Design uart_tx, sky130hd; sources not shown.
==> run_1/clock_nets.png <==
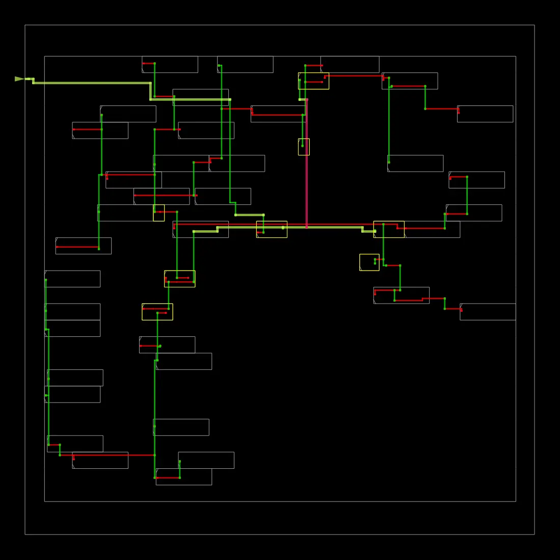
clk_skew: 7.93 ps
CTS Buf Count: 5
clkbuf count: 5
Power Clock: 483 uW

==> run_1/ff_map.png <==
Bar = 20 um. Other sequential cells in the stronger grey, the rest of the logic in the fainter grey.
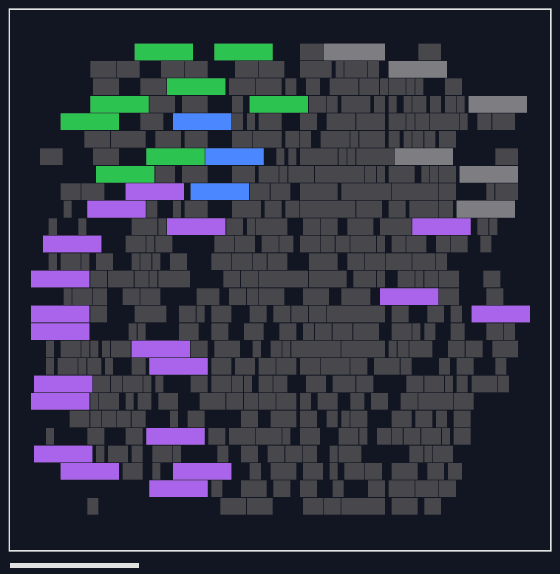
colour	netlist name	placed flops
blue	bitcnt	3
purple	cnt	19
green	shift	8
not coloured	6
Power Sequential: 859 uW
Layout Utilization: 0.680
sequential share of cell area: 0.232

==> run_1/port_trees.png <==
Bar = 20 um.
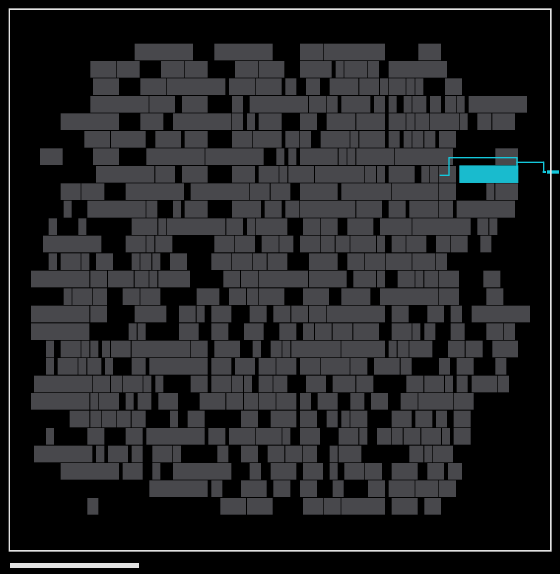
colour	port	bits	direction	edge	end cells	buffers	wire
cyan	tx_busy	1	output	east	1	1	22.3 um
count of port buffers added during placement: 33
io pins: 34

==> run_1/layers.png <==
Two of the layers only.
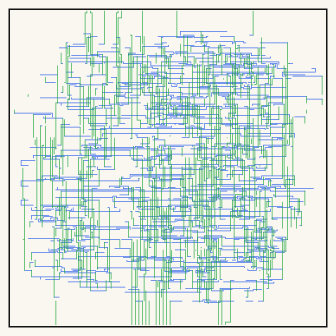
colour	layer	wire length
blue	M1	3,440 um
green	M2	3,530 um
GRT Resource Usage Total: 0.213
final routed wirelength across all metal layers: 7470 um
Wirelength per Cell: 15.7 um
via count: 2,636

==> tab_implementation.tex, run 1 <==
% Yosys + OpenROAD metrics
\begin{tabular}{lr}
\hline
Metric & Value \\
\hline
\multicolumn{2}{l}{\textbf{Run status}} \\
\quad Run status & finished with violations \\
\quad Violations in the final reports & setup timing \\
\multicolumn{2}{l}{\textbf{Worst setup path}} \\
\quad Worst endpoint data arrival time & 3590 ps \\
\quad Master of the slowest instance on the critical path & sky130\_fd\_sc\_hd\_\_or4\_4 \\
\quad Data required time at the worst endpoint & between 2000 and 2500 ps \\
\multicolumn{2}{l}{\textbf{Final layout}} \\
\quad Non-filler cells, final & 476 \\
\quad Non-clock inverters & 9 \\
\quad Flops & 36 \\
\quad Highest-count logic cell in the final layout & sky130\_fd\_sc\_hd\_\_buf\_4 \\
\quad Signal buf overhead & 0.217 \\
\quad Clock network area share & 0.0225 \\
\multicolumn{2}{l}{\textbf{Final timing}} \\
\quad Least setup slack across all paths after layout & -1220 ps \\
\quad Final setup violation count & 35 \\
\quad Count of final max-slew check failures & 0 \\
\multicolumn{2}{l}{\textbf{Floorplan}} \\
\quad Initial Util & 0.480 \\
\quad Horizontal die dimension & 84.0 um \\
\multicolumn{2}{l}{\textbf{Clock network}} \\
\quad Total clock sinks & 36 \\
\quad Insertion delay of the later-clocked pin in the worst-skew pair & 290 ps \\
\multicolumn{2}{l}{\textbf{Placement}} \\
\quad Detail Placement HPWL & 5570 um \\
\quad Post-Place Worst Slack & -1800 ps \\
\quad Cells after DPL & 465 \\
\multicolumn{2}{l}{\textbf{Synthesis}} \\
\quad Most instantiated flip-flop cell in the synthesis netlist & sky130\_fd\_sc\_hd\_\_dfrtp\_1 \\
\quad Fraction of registers with async set/reset & 1.00 \\
\quad Top cells, area & sky130\_fd\_sc\_hd\_\_dfrtp\_1 32\%, sky130\_fd\_sc\_hd\_\_xnor2\_1 6.4\%, sky130\_fd\_sc\_hd\_\_mux2\_2 5.8\% \\
\quad Cell with the most instances after synthesis & sky130\_fd\_sc\_hd\_\_nor2\_1 \\
\quad Mux frac, synth & 0.0758 \\
\quad Area share of xor/xnor cells in the synthesized design & 0.121 \\
\quad Cell type with the highest aggregate area in the netlist & sky130\_fd\_sc\_hd\_\_dfrtp\_1 \\
\quad Distinct cells, synth & 55 \\
\quad Area fraction in and, or, nand and nor cells after synthesis & 0.270 \\
\multicolumn{2}{l}{\textbf{Routing}} \\
\quad Via density per instance & 5.54 \\
\quad Wire length on met3 & around 460 um \\
\quad Top Metal Used & met4 \\
\quad Sum of met2 wire segment lengths after detailed routing & 3530 um \\
\quad Drt initial violations & 125 \\
\quad \# DRC & 0 \\
\multicolumn{2}{l}{\textbf{GRT}} \\
\quad Pin count of the biggest net entering global routing & 37 \\
\quad GR Layer Usage met2 & 0.324 \\
\multicolumn{2}{l}{\textbf{Power}} \\
\quad Combinational power & $\sim$950 uW \\
\quad Comb power frac & 0.415 \\
\hline
\end{tabular}
==> run 1 -> run 2 <==
Settings changed: CTS_BUF_LIST set to sky130_fd_sc_hd__clkbuf_8, CTS_CLUSTER_SIZE set to 12, PLACE_DENSITY 0.69 to 0.78.
==> run_2/port_trees.png <==
Bar = 20 um.
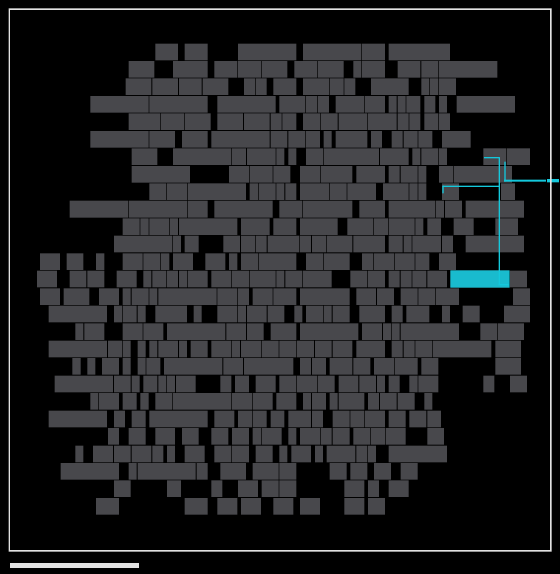
colour	port	bits	direction	edge	end cells	buffers	wire
cyan	tx_busy	1	output	east	1	1	42.3 um

==> run_2/ff_map.png <==
Bar = 20 um. Other sequential cells in the stronger grey, the rest of the logic in the fainter grey.
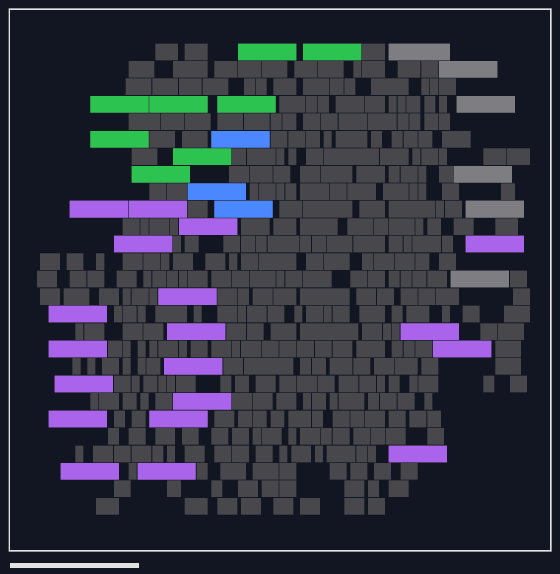
colour	netlist name	placed flops
blue	bitcnt	3
purple	cnt	19
green	shift	8
not coloured	6
footprint of the flip-flops and latches: 902 um2
Layout Utilization: 0.677
Power Sequential: 865 uW
sequential share of cell area: 0.233

==> run 2 against run 1 <==
Compared with the run above:
- the run still ends with setup timing left
- critical endpoint is now bitcnt[2]
- global-route usage is 0.47 points higher
- largest cell class unchanged
- final cell count is 0.42% higher
- synthesized area stayed put
- clock-buffer cell count is 1 higher
==> tab_implementation.tex, run 2 <==
% Yosys + OpenROAD metrics
\begin{tabular}{lr}
\hline
Metric & Value \\
\hline
\multicolumn{2}{l}{\textbf{Run status}} \\
\quad Run status & finished with violations \\
\quad Violations in the final reports & setup timing \\
\multicolumn{2}{l}{\textbf{Synthesis}} \\
\quad Mux frac, synth & 0.0758 \\
\quad Distinct cells, synth & 55 \\
\quad Cell type with the highest aggregate area in the netlist & sky130\_fd\_sc\_hd\_\_dfrtp\_1 \\
\multicolumn{2}{l}{\textbf{Clock network}} \\
\quad Total clock sinks & 36 \\
\quad CTS Buf Count & 5 \\
\multicolumn{2}{l}{\textbf{Routing}} \\
\quad Via density per instance & 5.94 \\
\quad \# DRC & 0 \\
\multicolumn{2}{l}{\textbf{Floorplan}} \\
\quad Horizontal die dimension & approximately 84 um \\
\quad Io pins & 34 \\
\multicolumn{2}{l}{\textbf{Placement}} \\
\quad Cells after DPL & 464 \\
\quad Count of port buffers added during placement & 33 \\
\multicolumn{2}{l}{\textbf{Final timing}} \\
\quad Least setup slack across all paths after layout & -1240 ps \\
\quad Final setup violation count & 35 \\
\quad Clk\_skew & 3.81 ps \\
\multicolumn{2}{l}{\textbf{Power}} \\
\quad Combinational power & 965 uW \\
\quad Comb power frac & 0.414 \\
\multicolumn{2}{l}{\textbf{Worst setup path}} \\
\quad Worst endpoint data arrival time & 3610 ps \\
\multicolumn{2}{l}{\textbf{GRT}} \\
\quad Pin count of the biggest net entering global routing & 37 \\
\hline
\end{tabular}
==> run_2/clock_nets.png <==
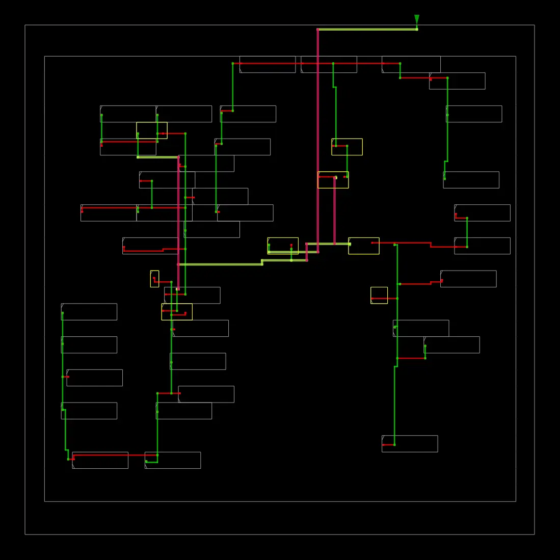
clkbuf count: 6
Power Clock: 499 uW
insertion delay of the later-clocked pin in the worst-skew pair: 290 ps

Power is estimated from default activity; no workload was simulated.
